[src/rtl/hazard_pkg.sv]
// rtl/hazard_pkg.sv - shared encodings for the pipeline hazard controller
package hazard_pkg;

    // Operand forwarding source select
    localparam logic [1:0] FWD_RF  = 2'b00;
    localparam logic [1:0] FWD_WB  = 2'b01;
    localparam logic [1:0] FWD_MEM = 2'b10;

    // ResultSrcE encoding that marks a load in Execute
    localparam logic [1:0] RESULT_LOAD = 2'b01;

    // Memory-wait FSM
    typedef enum logic [0:0] {
        RUN      = 1'b0,
        MEM_WAIT = 1'b1
    } hz_state_e;

endpackage

[src/rtl/hazard_if.sv]
// rtl/hazard_if.sv - data-memory handshake seen by the hazard controller
interface hazard_if;
    logic MemReqM;
    logic MemReadyM;

    modport master (output MemReqM, output MemReadyM);
    modport slave  (input  MemReqM, input  MemReadyM);
endinterface

[src/rtl/fwd_unit.sv]
// rtl/fwd_unit.sv - forwarding select for one Execute source operand
module fwd_unit
    import hazard_pkg::*;
(
    input  logic [4:0] rs_e,
    input  logic [4:0] rd_m,
    input  logic       reg_write_m,
    input  logic [4:0] rd_w,
    input  logic       reg_write_w,
    output logic [1:0] fwd
);

    // Memory stage is younger than Writeback, so it wins; x0 is never forwarded
    always_comb begin
        fwd = FWD_RF;
        if (reg_write_m && (rd_m != 5'd0) && (rd_m == rs_e))
            fwd = FWD_MEM;
        else if (reg_write_w && (rd_w != 5'd0) && (rd_w == rs_e))
            fwd = FWD_WB;
    end

endmodule

[src/rtl/hazard_ctrl.sv]
// rtl/hazard_ctrl.sv - forwarding, stall/flush, memory-wait FSM and perf counters
module hazard_ctrl
    import hazard_pkg::*;
#(
    parameter int MEM_TIMEOUT = 255
) (
    input  logic        clk,
    input  logic        reset,
    input  logic [4:0]  Rs1D,
    input  logic [4:0]  Rs2D,
    input  logic [4:0]  Rs1E,
    input  logic [4:0]  Rs2E,
    input  logic [4:0]  RdE,
    input  logic [1:0]  ResultSrcE,
    input  logic        PCSrcE,
    input  logic [4:0]  RdM,
    input  logic        RegWriteM,
    input  logic [4:0]  RdW,
    input  logic        RegWriteW,
    hazard_if.slave     mem,
    output logic [1:0]  ForwardAE,
    output logic [1:0]  ForwardBE,
    output logic        StallF,
    output logic        StallD,
    output logic        StallE,
    output logic        StallM,
    output logic        FlushD,
    output logic        FlushE,
    output logic        FlushW,
    output logic        MemErr,
    output logic [31:0] StallCnt,
    output logic [31:0] FlushCnt
);

    localparam logic [7:0] TIMEOUT = 8'(MEM_TIMEOUT);

    hz_state_e  state;
    logic [7:0] wait_cnt;
    logic [7:0] wait_nxt;
    logic       mem_wait;
    logic       load_use;

    fwd_unit u_fwd_a (
        .rs_e        (Rs1E),
        .rd_m        (RdM),
        .reg_write_m (RegWriteM),
        .rd_w        (RdW),
        .reg_write_w (RegWriteW),
        .fwd         (ForwardAE)
    );

    fwd_unit u_fwd_b (
        .rs_e        (Rs2E),
        .rd_m        (RdM),
        .reg_write_m (RegWriteM),
        .rd_w        (RdW),
        .reg_write_w (RegWriteW),
        .fwd         (ForwardBE)
    );

    assign mem_wait = mem.MemReqM && !mem.MemReadyM;
    assign load_use = (ResultSrcE == RESULT_LOAD) && (RdE != 5'd0) &&
                      ((RdE == Rs1D) || (RdE == Rs2D));

    // Stall/flush priority: reset bubbles, then memory wait freezes all, then branch over load-use
    always_comb begin
        StallF = 1'b0;
        StallD = 1'b0;
        StallE = 1'b0;
        StallM = 1'b0;
        FlushD = 1'b0;
        FlushE = 1'b0;
        FlushW = 1'b0;
        if (reset) begin
            FlushD = 1'b1;
            FlushE = 1'b1;
            FlushW = 1'b1;
        end else if (mem_wait) begin
            StallF = 1'b1;
            StallD = 1'b1;
            StallE = 1'b1;
            StallM = 1'b1;
            FlushW = 1'b1;
        end else begin
            StallF = load_use && !PCSrcE;
            StallD = load_use && !PCSrcE;
            FlushD = PCSrcE;
            FlushE = PCSrcE || load_use;
        end
    end

    // Wait counter saturates at the timeout so MemErr can't be re-evaluated past it
    always_comb begin
        wait_nxt = wait_cnt;
        if (wait_cnt != TIMEOUT)
            wait_nxt = wait_cnt + 8'd1;
    end

    // Memory-wait FSM, timeout detection and performance counters
    always_ff @(posedge clk) begin
        if (reset) begin
            state    <= RUN;
            wait_cnt <= 8'd0;
            MemErr   <= 1'b0;
            StallCnt <= 32'd0;
            FlushCnt <= 32'd0;
        end else begin
            case (state)
                RUN: begin
                    wait_cnt <= 8'd0;
                    if (mem_wait)
                        state <= MEM_WAIT;
                end
                default: begin
                    wait_cnt <= wait_nxt;
                    if (wait_nxt == TIMEOUT)
                        MemErr <= 1'b1;
                    if (mem.MemReadyM)
                        state <= RUN;
                end
            endcase
            StallCnt <= StallCnt + {31'd0, StallF};
            FlushCnt <= FlushCnt + {31'd0, FlushE};
        end
    end

endmodule

[src/flat_wrapper.sv]
// flat-port wrapper written by rule: the top's interface ports become plain ports
module hazard_ctrl_flat import hazard_pkg::*;
#(
    parameter int MEM_TIMEOUT = 255
)
  (clk, reset, Rs1D, Rs2D, Rs1E, Rs2E, RdE, ResultSrcE, PCSrcE, RdM, RegWriteM, RdW, RegWriteW, ForwardAE, ForwardBE, StallF, StallD, StallE, StallM, FlushD, FlushE, FlushW, MemErr, StallCnt, FlushCnt, mem_MemReqM, mem_MemReadyM);
  hazard_if mem_i ();
  input  logic clk;
  input  logic reset;
  input  logic [4:0] Rs1D;
  input  logic [4:0] Rs2D;
  input  logic [4:0] Rs1E;
  input  logic [4:0] Rs2E;
  input  logic [4:0] RdE;
  input  logic [1:0] ResultSrcE;
  input  logic PCSrcE;
  input  logic [4:0] RdM;
  input  logic RegWriteM;
  input  logic [4:0] RdW;
  input  logic RegWriteW;
  output logic [1:0] ForwardAE;
  output logic [1:0] ForwardBE;
  output logic StallF;
  output logic StallD;
  output logic StallE;
  output logic StallM;
  output logic FlushD;
  output logic FlushE;
  output logic FlushW;
  output logic MemErr;
  output logic [31:0] StallCnt;
  output logic [31:0] FlushCnt;
  input wire logic [$bits(mem_i.MemReqM)-1:0] mem_MemReqM;
  input wire logic [$bits(mem_i.MemReadyM)-1:0] mem_MemReadyM;
  assign mem_i.MemReqM = mem_MemReqM;
  assign mem_i.MemReadyM = mem_MemReadyM;
  hazard_ctrl #(.MEM_TIMEOUT(MEM_TIMEOUT)) u_core (.clk(clk), .reset(reset), .Rs1D(Rs1D), .Rs2D(Rs2D), .Rs1E(Rs1E), .Rs2E(Rs2E), .RdE(RdE), .ResultSrcE(ResultSrcE), .PCSrcE(PCSrcE), .RdM(RdM), .RegWriteM(RegWriteM), .RdW(RdW), .RegWriteW(RegWriteW), .mem(mem_i), .ForwardAE(ForwardAE), .ForwardBE(ForwardBE), .StallF(StallF), .StallD(StallD), .StallE(StallE), .StallM(StallM), .FlushD(FlushD), .FlushE(FlushE), .FlushW(FlushW), .MemErr(MemErr), .StallCnt(StallCnt), .FlushCnt(FlushCnt));
endmodule
[config.mk]
export PLATFORM = sky130hd
export DESIGN_NAME = hazard_ctrl_flat
export DESIGN_NICKNAME = d
export VERILOG_FILES = /design/src/rtl/hazard_pkg.sv /design/src/rtl/hazard_if.sv /design/src/rtl/fwd_unit.sv /design/src/rtl/hazard_ctrl.sv /design/src/flat_wrapper.sv
export SDC_FILE = /design/constraint.sdc
export NUM_CORES = 1
export LEC_CHECK = 0
export CORE_ASPECT_RATIO = 1.5
export CORE_MARGIN = 2
export CORE_UTILIZATION = 44
export DETAILED_ROUTE_END_ITERATION = 10
export DONT_BUFFER_PORTS = 1
export PLACE_DENSITY_LB_ADDON = 0.15
export SLEW_MARGIN = 10
export SYNTH_ARGS = -nofsm -noshare
export SYNTH_HDL_FRONTEND = slang
export SYNTH_SLANG_ARGS = --single-unit
[constraint.sdc]
create_clock -name clk -period 3.31 [get_ports clk]
set_input_delay 0.662 -clock clk [delete_from_list [all_inputs] [get_ports clk]]
set_output_delay 0.662 -clock clk [all_outputs]
set_load 0.03 [all_outputs]
==> reports/metrics.yaml <==
critical_path:
  worstPathArrival_ps: 3090
  r2r-end: "u_core.StallCnt[26]$_SDFF_PP0_"
  crit_fanout: 4
  required_ps: 3590
  slowest_stage: "or4_1"
  cp_cell_sequence: "xnor2_1 -> nand3_1 -> nor3_1 -> o21ai_0 -> o31ai_4 -> ha_1 -> ha_1 -> nand2_1 -> nor4_4 -> nand3_2 -> or4_1 -> nand2_1"
  crit_buf_inv: 0
  crit_path_end_kind: "register"
  cp.depth: 12
  ff2ff_setup_slack_ps: 1120
  path_delay_family: "simple AND/OR/NAND/NOR gates"
synth:
  adder_share: 0.0167
  top_area_frac: 0.395
  synth_simple_gate_area_share: 0.308
  top_cells_by_count: "dfxtp_1 (74), nor2_1 (66), xor2_1 (59)"
  top_cell: "dfxtp_1"
  ys_cells: 436
  synthMuxAreaShare: 0.00267
  top_area_cell: "dfxtp_1"
  syn_inst: 436
  ys_top_cells_by_area: "dfxtp_1 (39%), xor2_1 (14%), nor2_1 (6.6%)"
  ys_area_um2: 3750
  synth_cell_types: 41
  synthAoiAreaFrac: 0.0677
  xor_area_frac: 0.189
  yosys_warnings: 0
  edf_count: 0
  ys.flop_type: "dfxtp_1"
  syn-cell-area_um2: 3750
grt:
  grt_max_degree: 68
  grt_usage: 0.183
  grt_pass1_wl_mm: 13.2
  grt_pass1_vias: 2851
  antenna_found_initial: 0
drt:
  via_per_inst: 5.59
  first_pass_iters: 4
  wire_per_inst_um: 15.2
  final_antenna_net_count: 0
  drc: 0
layout:
  drive_gt1_frac: 0.0778
  comb_area_um2: 2210
  diodes: 0
  instances_no_fill: 557
  lay_top_count: "dfxtp_1"
  area_growth_pct: 12.9
  fillers: 819
  num-nets-final: 494
  top_regs: "u_core.FlushCnt: 32 flops, u_core.StallCnt: 32 flops, u_core.wait_cnt: 8 flops"
final_timing:
  tightest_slew_ps: 541
  setup_viol: 0
  fin_crit_ps: 2820
  hold_violations: 0
  hold-worst-slack_ps: 393
  max_freq_mhz: 355
  fin_setup_tns_ps: 0
  slew_viol_final: 0
  min_period_over_period: 0.851
  final.setup.worst_slack_ps: 492
  rsz0062_at_grt: "false"
hold_path:
  min_path_cells: 1
  hp-start: "reset"
  hold_end: "u_core.StallCnt[27]$_SDFF_PP0_"
clock_network:
  root_buffer: "clkbuf_16"
  cts_setup_buffers: 0
  cts-resized-gates: 0
  max-clock-path-buffers: 2
  cts_buffers: 9
  clock_latency_ps: 330
  cts_tree: "done"
  postCtsHoldBufs: 0
  numClockSinks: 74
status:
  status: "completed"
place:
  hpwl_mm: 6.15
  portBuffers: 0
run:
  drv_cap: 0
pwr:
  power_density_nw_per_um2: 473
  vdd_drop_max_v: 0.000262
  p_total_w: 0.00201
floorplan:
  coreArea_um2: 8360
  core_util_floorplan: 0.449
  die_width_um: 79.4
  core.rowCount: 41
  die_h_um: 117
  io-pin-count: 120
[power breakdown]
part,total [W],internal (W),switching (W),leakage (nW)
logic,0.0000736,0.0000360,0.0000376,0.780
clock network,0.00102,0.000666,0.000351,0.156
registers,0.000915,0.000897,0.0000172,0.597
total,0.00201,0.00160,0.000406,1.53
[metal layers]
layer | global-route usage | part of all wire | vias up
li1 | - | - | 1548
met1 | 0.190 | 0.38 | 1448
met2 | 0.325 | 0.52 | 105
met3 | 0.0706 | 0.075 | 15
met4 | 0.0874 | 0.020 | 0
met5 | 0 | 0 | -
[final cells by class]
cell class | count | area share
tap | 107 | 0.0316
timing repair buffer | 10 | 0.0177
clock inverter | 1 | 0.00709
sequential | 74 | 0.350
inverter | 6 | 0.00531
clock buffer | 15 | 0.0679
multi-input combinational | 344 | 0.521
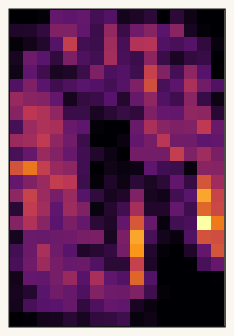
Fig. 1. Wiring heat map.
The die is cut into 16 by 23 equal tiles; black is low, pale yellow is high, scaled to the fullest tile. Values are wire area over tile area, all layers added.
emptiest ninth of the die = south-east
mean over tiles = 0.15
fullest tile = 0.64
tiles over half the peak = 7.3%

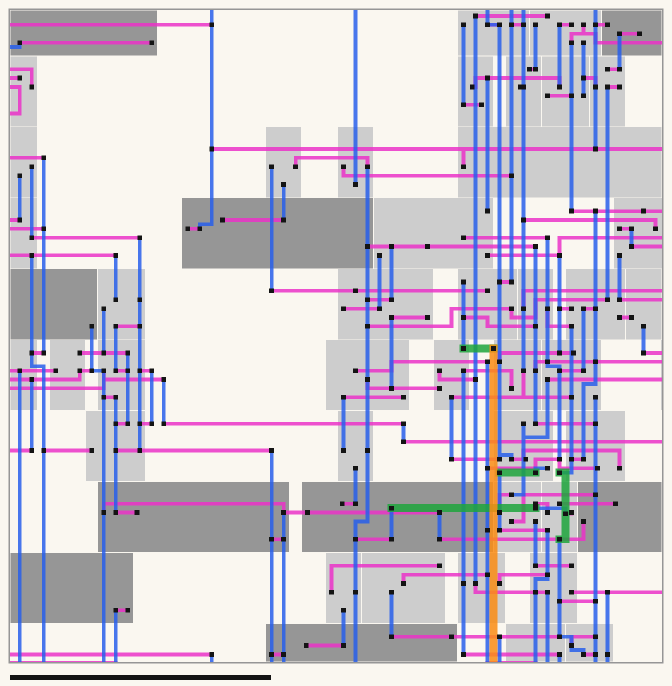
Fig. 2. Zoomed window.
Scale bar: 10 um. Region (27, 23) to (52, 48) um. Cells in grey, sequential cells in the stronger grey; small squares are vias.
metal 3 -> green
metal 4 -> orange
metal 2 -> blue
metal 1 -> magenta
most frequent = nor2_1 (7), dfxtp_1 (6)
netlist names of flops here include = `u_core.StallCnt` (3), `u_core.wait_cnt` (3)
sequential cells in the window = 6
cells with their middle in the window = 43

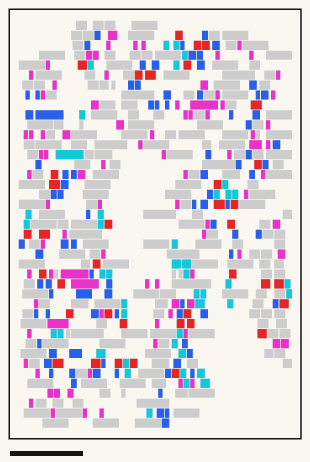
Fig. 3. Logic cells by family.
Scale bar: 20 um.
and/or cells -> red  # cells 37, where all over the die
aoi and oai cells -> cyan  # cells 43
nor cells -> magenta  # cells 88, where all over the die
nand cells -> blue  # cells 87, where all over the die

No activity file was given, so power comes from the tool's default toggle rates.
